`src/rtl/countdown_timer_pkg.sv`:
```
// Shared constants for the countdown timer: state encoding and default width.
package countdown_timer_pkg;

  localparam int DEFAULT_WIDTH = 8;

  typedef enum logic {
    ST_IDLE = 1'b0,
    ST_RUN  = 1'b1
  } state_t;

endpackage

```
`src/rtl/countdown_timer_decrement.sv`:
```
// Ripple-borrow decrementer: result = value - 1 (wraps at zero, never used there).
module countdown_timer_decrement
  import countdown_timer_pkg::*;
#(
  parameter int WIDTH = DEFAULT_WIDTH
) (
  input  logic [WIDTH-1:0] value,
  output logic [WIDTH-1:0] result
);

  logic [WIDTH-1:0] borrow;

  // Borrow enters at bit 0 and ripples up through every zero bit.
  assign borrow[0] = 1'b1;

  for (genvar i = 0; i < WIDTH - 1; i++) begin : g_borrow
    assign borrow[i+1] = borrow[i] & ~value[i];
  end

  for (genvar i = 0; i < WIDTH; i++) begin : g_diff
    assign result[i] = value[i] ^ borrow[i];
  end

endmodule

```
`src/rtl/countdown_timer.sv`:
```
// Loadable down-counter with one-cycle terminal-count pulse and optional auto-reload.
//
//   state   | meaning
//   --------+--------------------------------------------------------------
//   ST_IDLE | count holds, enable ignored, busy=0
//   ST_RUN  | count != 0, decrements on enable, busy=1
module countdown_timer
  import countdown_timer_pkg::*;
#(
  parameter int WIDTH = DEFAULT_WIDTH
) (
  input  logic             clk,
  input  logic             reset,
  input  logic             load,
  input  logic [WIDTH-1:0] load_value,
  input  logic             enable,
  input  logic             auto_reload,
  output logic [WIDTH-1:0] count,
  output logic             zero,
  output logic             busy,
  output logic             done
);

  localparam logic [WIDTH-1:0] TERM_COUNT = WIDTH'(1);

  state_t           state;
  logic [WIDTH-1:0] reload_reg;
  logic [WIDTH-1:0] count_dec;
  logic             at_term;

  countdown_timer_decrement #(
    .WIDTH(WIDTH)
  ) u_decrement (
    .value (count),
    .result(count_dec)
  );

  // Terminal edge is the enabled decrement out of count==1.
  assign at_term = (count == TERM_COUNT);
  assign zero    = (count == '0);

  // Timer FSM: reset > load > enabled decrement > hold; outputs registered.
  always_ff @(posedge clk) begin
    if (reset) begin
      count      <= '0;
      reload_reg <= '0;
      state      <= ST_IDLE;
      busy       <= 1'b0;
      done       <= 1'b0;
    end else if (load) begin
      // A zero load parks in IDLE so RUN never holds count==0.
      count      <= load_value;
      reload_reg <= load_value;
      done       <= 1'b0;
      if (load_value != '0) begin
        state <= ST_RUN;
        busy  <= 1'b1;
      end else begin
        state <= ST_IDLE;
        busy  <= 1'b0;
      end
    end else if (state == ST_RUN && enable) begin
      if (at_term) begin
        done <= 1'b1;
        if (auto_reload) begin
          count <= reload_reg;
        end else begin
          count <= '0;
          state <= ST_IDLE;
          busy  <= 1'b0;
        end
      end else begin
        count <= count_dec;
        done  <= 1'b0;
      end
    end else begin
      done <= 1'b0;
    end
  end

endmodule

```
`config.mk`:
```
export PLATFORM = sky130hd
export DESIGN_NAME = countdown_timer
export DESIGN_NICKNAME = d
export VERILOG_FILES = /design/src/rtl/countdown_timer_pkg.sv /design/src/rtl/countdown_timer_decrement.sv /design/src/rtl/countdown_timer.sv
export SDC_FILE = /design/constraint.sdc
export NUM_CORES = 1
export LEC_CHECK = 0
export CAP_MARGIN = 20
export CELL_PAD_IN_SITES_DETAIL_PLACEMENT = 0
export CELL_PAD_IN_SITES_GLOBAL_PLACEMENT = 2
export CORE_ASPECT_RATIO = 0.8
export CORE_UTILIZATION = 26
export CTS_CLUSTER_SIZE = 24
export DETAILED_ROUTE_END_ITERATION = 6
export MAX_ROUTING_LAYER = met4
export PLACE_DENSITY = 0.72
export RECOVER_POWER = 50
export SLEW_MARGIN = 20
export SYNTH_ARGS = -nofsm -noshare
export SYNTH_HDL_FRONTEND = slang
export SYNTH_SLANG_ARGS = --single-unit
```
`constraint.sdc`:
```
create_clock -name clk -period 1.78 [get_ports clk]
set_input_delay 0.534 -clock clk [delete_from_list [all_inputs] [get_ports clk]]
set_output_delay 0.534 -clock clk [all_outputs]
set_load 0.02 [all_outputs]
```
run_1/met1.png
Scale: 6 px per µm. Supply wires on this layer in grey. Cells faint in the background.
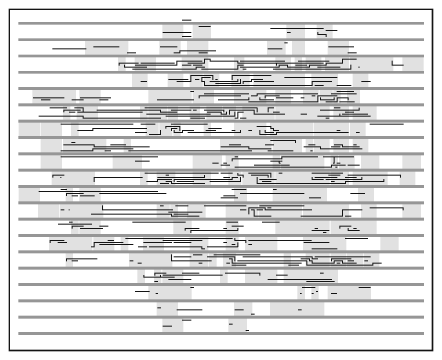
- longest straight run: 20.5 µm
- main direction: horizontal
- nets with wire on the layer: 145
- share of all routed wire: 51%
- wire length on this layer: 1350 µm
met1 capacity usage during global routing: 0.2086
routed wire length: 2652 µm

run_1/port_nets.png
Scale: 4 px per µm.
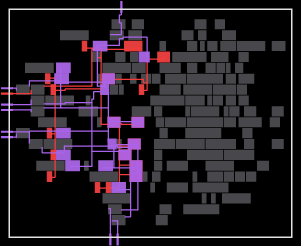
- reset: red (bits 1; direction input; edge left; end cells 18; buffers 2; wire 168 µm)
- load_value: purple (bits 8; direction input; edge 5 left, 2 bottom, 1 top; end cells 18; buffers 8; wire 301 µm)
buffers added on ports: 23
number of placed I/O pins: 24

==> run_summary.xml, run 1 <==
<?xml version="1.0" encoding="UTF-8"?>
<metrics>
  <group name="detailed_routing">
    <metric name="drcViolationCount" unit="">0</metric>
    <metric name="drt-initial-drc-count" unit="">11</metric>
    <metric name="total_via_count_after_detailed_routing" unit="">901</metric>
    <metric name="routedWlPerCell" unit="µm">14.11</metric>
    <metric name="route.antenna.remaining_nets" unit="">0</metric>
  </group>
  <group name="global_route">
    <metric name="first_global_vias" unit="">875</metric>
    <metric name="maximum_number_of_pins_on_one_net_before_global_route_repair" unit="">18</metric>
    <metric name="groute.usage.overall" unit="">0.1432</metric>
    <metric name="grt_antenna_before_repair" unit="">0</metric>
  </group>
  <group name="finish">
    <metric name="lay_top_cells" unit="">sky130_fd_sc_hd__buf_4, sky130_fd_sc_hd__dfxtp_1, sky130_fd_sc_hd__inv_1, sky130_fd_sc_hd__clkdlybuf4s50_1</metric>
    <metric name="final_layout_top_logic_cell" unit="">sky130_fd_sc_hd__buf_4</metric>
    <metric name="layout.cells.non_filler" unit="">188</metric>
    <metric name="drive_above_1_share" unit="">0.3288</metric>
  </group>
  <group name="synthesis">
    <metric name="synth-edff-count" unit="">0</metric>
    <metric name="postSynthRegisterBits" unit="">18</metric>
    <metric name="synth.distinct_cells" unit="">28</metric>
    <metric name="postSynthNetCount" unit="">122</metric>
    <metric name="asyncSetResetFlopFracSynth" unit="">0</metric>
    <metric name="postSynthCellCount" unit="">102</metric>
  </group>
  <group name="critical_path">
    <metric name="cp_cell_sequence" unit="">nor4_4 -&gt; and4_1 -&gt; buf_4</metric>
    <metric name="critical_path.max_fanout" unit="">2</metric>
    <metric name="cpPeakStageDelay" unit="ns">0.34</metric>
    <metric name="worstSetupStartpointType" unit="">flip-flop</metric>
  </group>
  <group name="floorplanning">
    <metric name="core" unit="mm²">0.003495</metric>
    <metric name="die_width" unit="µm">70.28</metric>
    <metric name="floorplan.initialDensity" unit="">0.2775</metric>
  </group>
  <group name="timing">
    <metric name="worstMarginPinSlew" unit="ns">0.5533</metric>
    <metric name="slew_violations" unit="">0</metric>
    <metric name="timing.clock.skew" unit="ns">0.003766</metric>
    <metric name="grt_setup_unrepaired" unit="">true</metric>
  </group>
  <group name="place">
    <metric name="place.detailed.hpwl" unit="µm">1998</metric>
    <metric name="placed_cells_incl_taps" unit="">180</metric>
    <metric name="place_congestion" unit="">0.8096</metric>
  </group>
  <group name="clocking">
    <metric name="cts_max_path_buffers" unit="">2</metric>
    <metric name="worstSkewPairLatency" unit="ns">0.25</metric>
  </group>
  <group name="power_and_ir_drop">
    <metric name="ir_drop" unit="mV">0.4728</metric>
    <metric name="powerDensity" unit="mW/mm²">710.5</metric>
    <metric name="post-layout-total-power" unit="mW">1.116</metric>
  </group>
  <group name="outcome">
    <metric name="run_status" unit="">finished, final reports clean</metric>
  </group>
  <group name="flow_run">
    <metric name="max_cap_viols" unit="">0</metric>
  </group>
  <group name="min_path">
    <metric name="min_path_cells" unit="">2</metric>
    <metric name="hold_start" unit="">reload_reg[2]</metric>
  </group>
</metrics>
run_1/cell_classes.png
Scale: 6 px per µm.
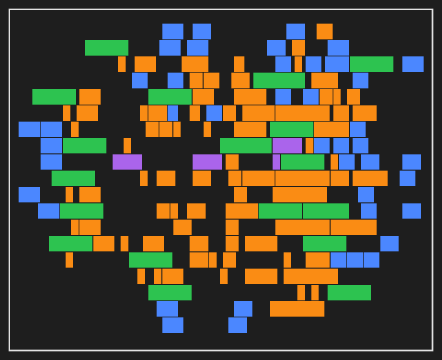
- clock drivers and dummy loads: purple (cells 4; share of their area 3.0%)
- flip-flops: green (cells 18; share of their area 24%)
- other buffers and delay cells: blue (cells 43; share of their area 24%)
- all other logic: orange (cells 81; share of their area 48%)
row count: 19
share of the final layout cell area in sequential cells: 0.2351
Design Area, Final: 0.001570 mm²

run_1/final_placement.png
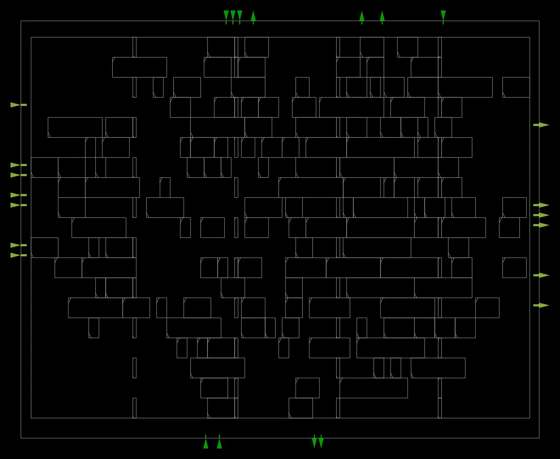
total of fill cells in the finished design: 341
Util after Layout: 0.4493

==> run 1: worst max path at each step <==
stage	from	depth (start not counted)	slack, ns	endpoint
after floorplan	count[0]	8	0.008	count[6]
after global placement	count[2]	3	-0.15	zero
after detailed placement	count[2]	3	-0.19	zero
after CTS	count[4]	11	-0.03	count[2]
after global routing	load	5	-0.06	count[6]
final	count[2]	3	0.03	zero
==> run 1: cell families (layout without fill, tap and decap cells) <==
| group | count (synthesis) | after routing | synth area share |
|---|---|---|---|
| adder cells (fa/ha/maj) | 7 | 7 | 0.09032 |
| XOR/XNOR | 1 | 1 | 0.009034 |
| AND/OR/NAND/NOR | 29 | 29 | 0.2026 |
| buffers and inverters | 18 | 62 | 0.07225 |
| multiplexers | 8 | 8 | 0.08258 |
| flip-flops | 18 | 18 | 0.3716 |
| AND-OR/OR-AND | 21 | 21 | 0.1716 |
==> run 1: where the power goes <==
group,total (mW),internal [mW],switching [mW]
clock,0.297,0.159,0.138
combinational,0.370,0.202,0.169
sequential,0.449,0.429,0.0192
==> run 1: synth_stat cells, types with 2 or more instances <==
library cell               instances
sky130_fd_sc_hd__a31oi_1           8
sky130_fd_sc_hd__o221ai_1          8
sky130_fd_sc_hd__nor4_1            2
sky130_fd_sc_hd__mux2i_1           8
sky130_fd_sc_hd__buf_2             2
sky130_fd_sc_hd__dfxtp_1          18
sky130_fd_sc_hd__ha_1              7
sky130_fd_sc_hd__and3b_1           7
sky130_fd_sc_hd__nor2_1            9
sky130_fd_sc_hd__inv_1            15
==> run 1: layout make-up <==
type / instances / area (µm²)
Timing Repair Buffer: 43 / 367.9
Fill cell: 341 / 1924
Inverter: 15 / 58.81
Multi-Input combinational cell: 66 / 676.9
Tap cell: 42 / 52.55
Clock buffer: 4 / 45.04
Sequential cell: 18 / 369.1
==> run 1: timing repair <==
item                       4_1_cts  5_1_grt
pin swaps                        2        8
buffers inserted                 6        0
setup endpoints to repair       12        9
gates resized                   22       14
==> run 1: tightest hold or removal path: cells and delay by family (launching register included) <==
| kind | cells | cell delay [ns] |
|---|---|---|
| multiplexers | 1 | 0.07 |
| AND/OR/NAND/NOR | 1 | 0.07 |
| flip-flops | 1 | 0.33 |
==> run 1: through the flow <==
stage           TNS, ns  hold WS (ns)  area, µm²
2_1_floorplan         0        0.4600      989.7
3_3_place_gp    -0.8420        0.4765       1379
3_5_place_dp    -0.9964        0.4891       1379
4_1_cts        -0.06960        0.5086       1493
5_1_grt         -0.2905        0.5357       1570
6_report              0        0.4999       1570
==> run 1: metal layers <==
layer	GRT usage	share of wire	routed length, µm	up-vias
met5	-	0	0	-
li1	-	-	-	464
met1	0.2086	0.51	1352	419
met2	0.1973	0.45	1190	16
met3	0.04488	0.037	99	2
met4	0.01714	0.0038	10	0
run_1/density.png
Scale: 6 px per µm. 7 x 6 tiles, from dark blue (low) to red (high), 0 to 100% covered.
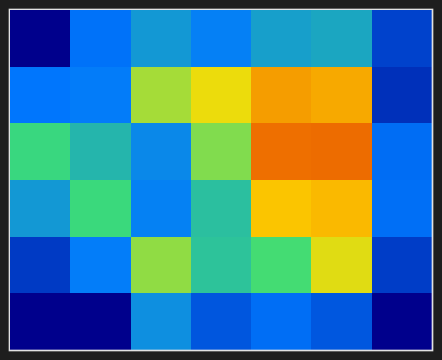

## Run 2: what changed since run 1
--- a/config.mk
+++ b/config.mk
@@ -15,6 +15,7 @@
 export MAX_ROUTING_LAYER = met4
 export PLACE_DENSITY = 0.72
 export RECOVER_POWER = 50
+export REMOVE_ABC_BUFFERS = 1
 export SLEW_MARGIN = 20
 export SYNTH_ARGS = -nofsm -noshare
 export SYNTH_HDL_FRONTEND = slang
run_2/density.png
Scale: 6 px per µm. 7 x 6 tiles, from dark blue (low) to red (high), 0 to 100% covered.
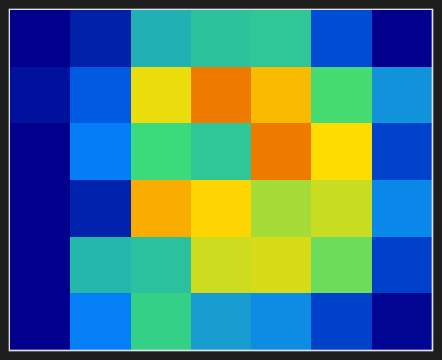
- emptiest ninth of the die: top left
- fullest tile: 86%
- nearly empty tiles: 17%
- tiles over 75% full: 12%
Util after Layout: 0.4368
Starting Density: 0.2775
Placeable Area: 0.003495 mm²

==> run 2 against run 1 <==
The run now ends with negative setup slack left. Critical path depth unchanged. Routed wire length up 4.0%. Core utilization down 1.3 points. Area after synthesis unchanged. First-iteration DRC count up 120%. Via count up 4.1%. Combinational power down 12%. Sequential share of layout area up 0.43 points. Non-clock buffer count unchanged. Clock power up about 20%. Critical path type unchanged. Critical endpoint unchanged.
==> run_summary.xml, run 2 <==
<?xml version="1.0" encoding="UTF-8"?>
<metrics>
  <group name="critical_path">
    <metric name="critical_path.max_fanout" unit="">2</metric>
    <metric name="cp_num_cells" unit="">3</metric>
    <metric name="worstSetupStartpointType" unit="">flip-flop</metric>
    <metric name="cp_cell_sequence" unit="">nor4_4 -&gt; and4_1 -&gt; buf_6</metric>
    <metric name="cpPeakStageDelay" unit="ns">0.34</metric>
    <metric name="critical_path_required" unit="ns">1.25</metric>
  </group>
  <group name="timing">
    <metric name="worstMarginPinSlew" unit="ns">0.6648</metric>
    <metric name="fin_worst_hold_slack" unit="ns">0.4931</metric>
    <metric name="setup_slack" unit="ns">-0.007332</metric>
    <metric name="grt_setup_unrepaired" unit="">true</metric>
    <metric name="timing.clock.skew" unit="ns">0.001934</metric>
    <metric name="setup_viol_count_final" unit="">1</metric>
    <metric name="slew_violations" unit="">0</metric>
    <metric name="fin_crit_sh" unit="">1.004</metric>
  </group>
  <group name="synthesis">
    <metric name="postSynthRegisterBits" unit="">18</metric>
    <metric name="synth-edff-count" unit="">0</metric>
    <metric name="logic_family" unit="">simple AND/OR/NAND/NOR gates</metric>
    <metric name="netlist_top_cells_count" unit="">sky130_fd_sc_hd__dfxtp_1, sky130_fd_sc_hd__inv_1, sky130_fd_sc_hd__nor2_1</metric>
    <metric name="postSynthCellCount" unit="">102</metric>
    <metric name="post-synth-top-count-cell" unit="">sky130_fd_sc_hd__dfxtp_1</metric>
    <metric name="synth.distinct_cells" unit="">28</metric>
    <metric name="synth.cellmix.xorXnorShare" unit="">0.009032</metric>
    <metric name="synth.cellmix.simpleShare" unit="">0.2026</metric>
    <metric name="asyncSetResetFlopFracSynth" unit="">0</metric>
    <metric name="synth.cellmix.adderShare" unit="">0.09032</metric>
    <metric name="mux_share" unit="">0.08258</metric>
    <metric name="synth.cellmix.compoundShare" unit="">0.1716</metric>
  </group>
  <group name="detailed_routing">
    <metric name="total_via_count_after_detailed_routing" unit="">938</metric>
    <metric name="route.antenna.remaining_nets" unit="">0</metric>
    <metric name="routedWlPerCell" unit="µm">14.68</metric>
    <metric name="detail_route.first_pass.iterations" unit="">4</metric>
    <metric name="drt-initial-drc-count" unit="">24</metric>
    <metric name="post_drt_via_cell_ratio" unit="">4.989</metric>
    <metric name="route.final.wire_length" unit="µm">2759</metric>
    <metric name="drcViolationCount" unit="">0</metric>
  </group>
  <group name="clocking">
    <metric name="cts_max_path_buffers" unit="">2</metric>
    <metric name="hold_buffers" unit="">0</metric>
    <metric name="worstSkewPairLatency" unit="ns">0.26</metric>
  </group>
  <group name="flow_run">
    <metric name="max_cap_viols" unit="">0</metric>
  </group>
  <group name="outcome">
    <metric name="run_status" unit="">complete, but fails checks</metric>
    <metric name="violations" unit="">negative setup slack</metric>
  </group>
  <group name="finish">
    <metric name="final_layout_top_logic_cell" unit="">sky130_fd_sc_hd__buf_4</metric>
    <metric name="areaGrowthSynthToFinish" unit="%">57.42</metric>
    <metric name="drive_above_1_share" unit="">0.2945</metric>
    <metric name="insertedDiodeCount" unit="">0</metric>
    <metric name="lay_top_cells" unit="">sky130_fd_sc_hd__buf_4, sky130_fd_sc_hd__inv_1, sky130_fd_sc_hd__dfxtp_1</metric>
    <metric name="fillers" unit="">345</metric>
  </group>
  <group name="place">
    <metric name="place_congestion" unit="">0.8415</metric>
    <metric name="port-buffer-count" unit="">23</metric>
    <metric name="place.detailed.hpwl" unit="µm">2109</metric>
  </group>
  <group name="floorplanning">
    <metric name="fp-row-count" unit="">19</metric>
    <metric name="ioPinCount" unit="">24</metric>
    <metric name="die_width" unit="µm">70.28</metric>
  </group>
  <group name="global_route">
    <metric name="groute.usage.overall" unit="">0.1584</metric>
    <metric name="grt_antenna_before_repair" unit="">0</metric>
    <metric name="maximum_number_of_pins_on_one_net_before_global_route_repair" unit="">20</metric>
    <metric name="first_global_vias" unit="">930</metric>
  </group>
  <group name="power_and_ir_drop">
    <metric name="ir_drop" unit="mV">0.2250</metric>
    <metric name="power_leakage" unit="nW">0.6659</metric>
    <metric name="powerDensity" unit="mW/mm²">741.7</metric>
  </group>
  <group name="min_path">
    <metric name="min_path_cells" unit="">2</metric>
  </group>
</metrics>
==> run 2: cell counts after synthesis <==
Identical to the previous run, type by type.
==> run 2: report_power, final <==
group          internal [mW]  switching (mW)  total (mW)  leakage, nW
combinational          0.173           0.154       0.327        0.487
sequential             0.431          0.0188       0.449        0.150
clock                  0.197           0.158       0.356       0.0288
==> run 2: area by class of cell <==
cell class | count | area [µm²] | area share
clock buffer | 4 | 55.05 | 0.03607
sequential | 18 | 365.4 | 0.2393
tap | 42 | 52.55 | 0.03443
inverter | 15 | 56.30 | 0.03689
timing repair buffer | 43 | 370.4 | 0.2426
multi-input combinational | 66 | 626.9 | 0.4107
==> run 2: timing repair <==
| item | in CTS | in global routing |
|---|---|---|
| setup endpoints to repair | 12 | 3 |
| resized | 26 | 8 |
| setup buffers | 0 | 0 |
| pin swaps | 4 | 3 |
==> run 2: path summary, 6_finish.rpt <==
kind                                     from            end  slack [ns]
worst min-delay path            reload_reg[6]  reload_reg[6]        0.49
worst max-delay path                 count[2]           zero      -0.007
worst min register to register  reload_reg[6]  reload_reg[6]        0.49
worst max register to register       count[0]       count[7]        0.06
==> run 2: routing by layer <==
layer / global-route usage / share of wire / vias up
met3: 0.04309 / 0.034 / 4
met4: 0.05143 / 0.014 / 0
met1: 0.2140 / 0.51 / 451
met5: - / 0 / -
met2: 0.2286 / 0.44 / 16
li1: - / - / 467
==> run 2: logic make-up (layout without fill, tap and decap cells) <==
| group | after synthesis | after routing |
|---|---|---|
| flip-flops | 18 | 18 |
| AND/OR/NAND/NOR | 29 | 29 |
| AND-OR/OR-AND | 21 | 21 |
| buffers and inverters | 18 | 62 |
| XOR/XNOR | 1 | 1 |
| multiplexers | 8 | 8 |
| adder cells (fa/ha/maj) | 7 | 7 |
==> run 2: tightest hold or removal path, cell delays in order (launching register included) <==
cell,delay (ns)
sky130_fd_sc_hd__dfxtp_1,0.33
sky130_fd_sc_hd__mux2i_1,0.06
sky130_fd_sc_hd__nor2_1,0.07
==> run 2: per-stage QoR <==
stage / instance area [µm²] / TNS [ns] / setup WS (ns) / power (mW) / std cells
2_1_floorplan: 955.9 / -0.3742 / -0.2098 / 0.5891 / 99
3_3_place_gp: 1389 / -0.9243 / -0.1596 / 0.7477 / 184
3_5_place_dp: 1389 / -1.296 / -0.1920 / 0.7502 / 184
4_1_cts: 1488 / -0.03622 / -0.03622 / 1.116 / 188
5_1_grt: 1526 / -0.1056 / -0.08380 / 1.194 / 188
6_report: 1526 / -0.007332 / -0.007332 / 1.132 / 188
Power and IR drop assume default switching activity.
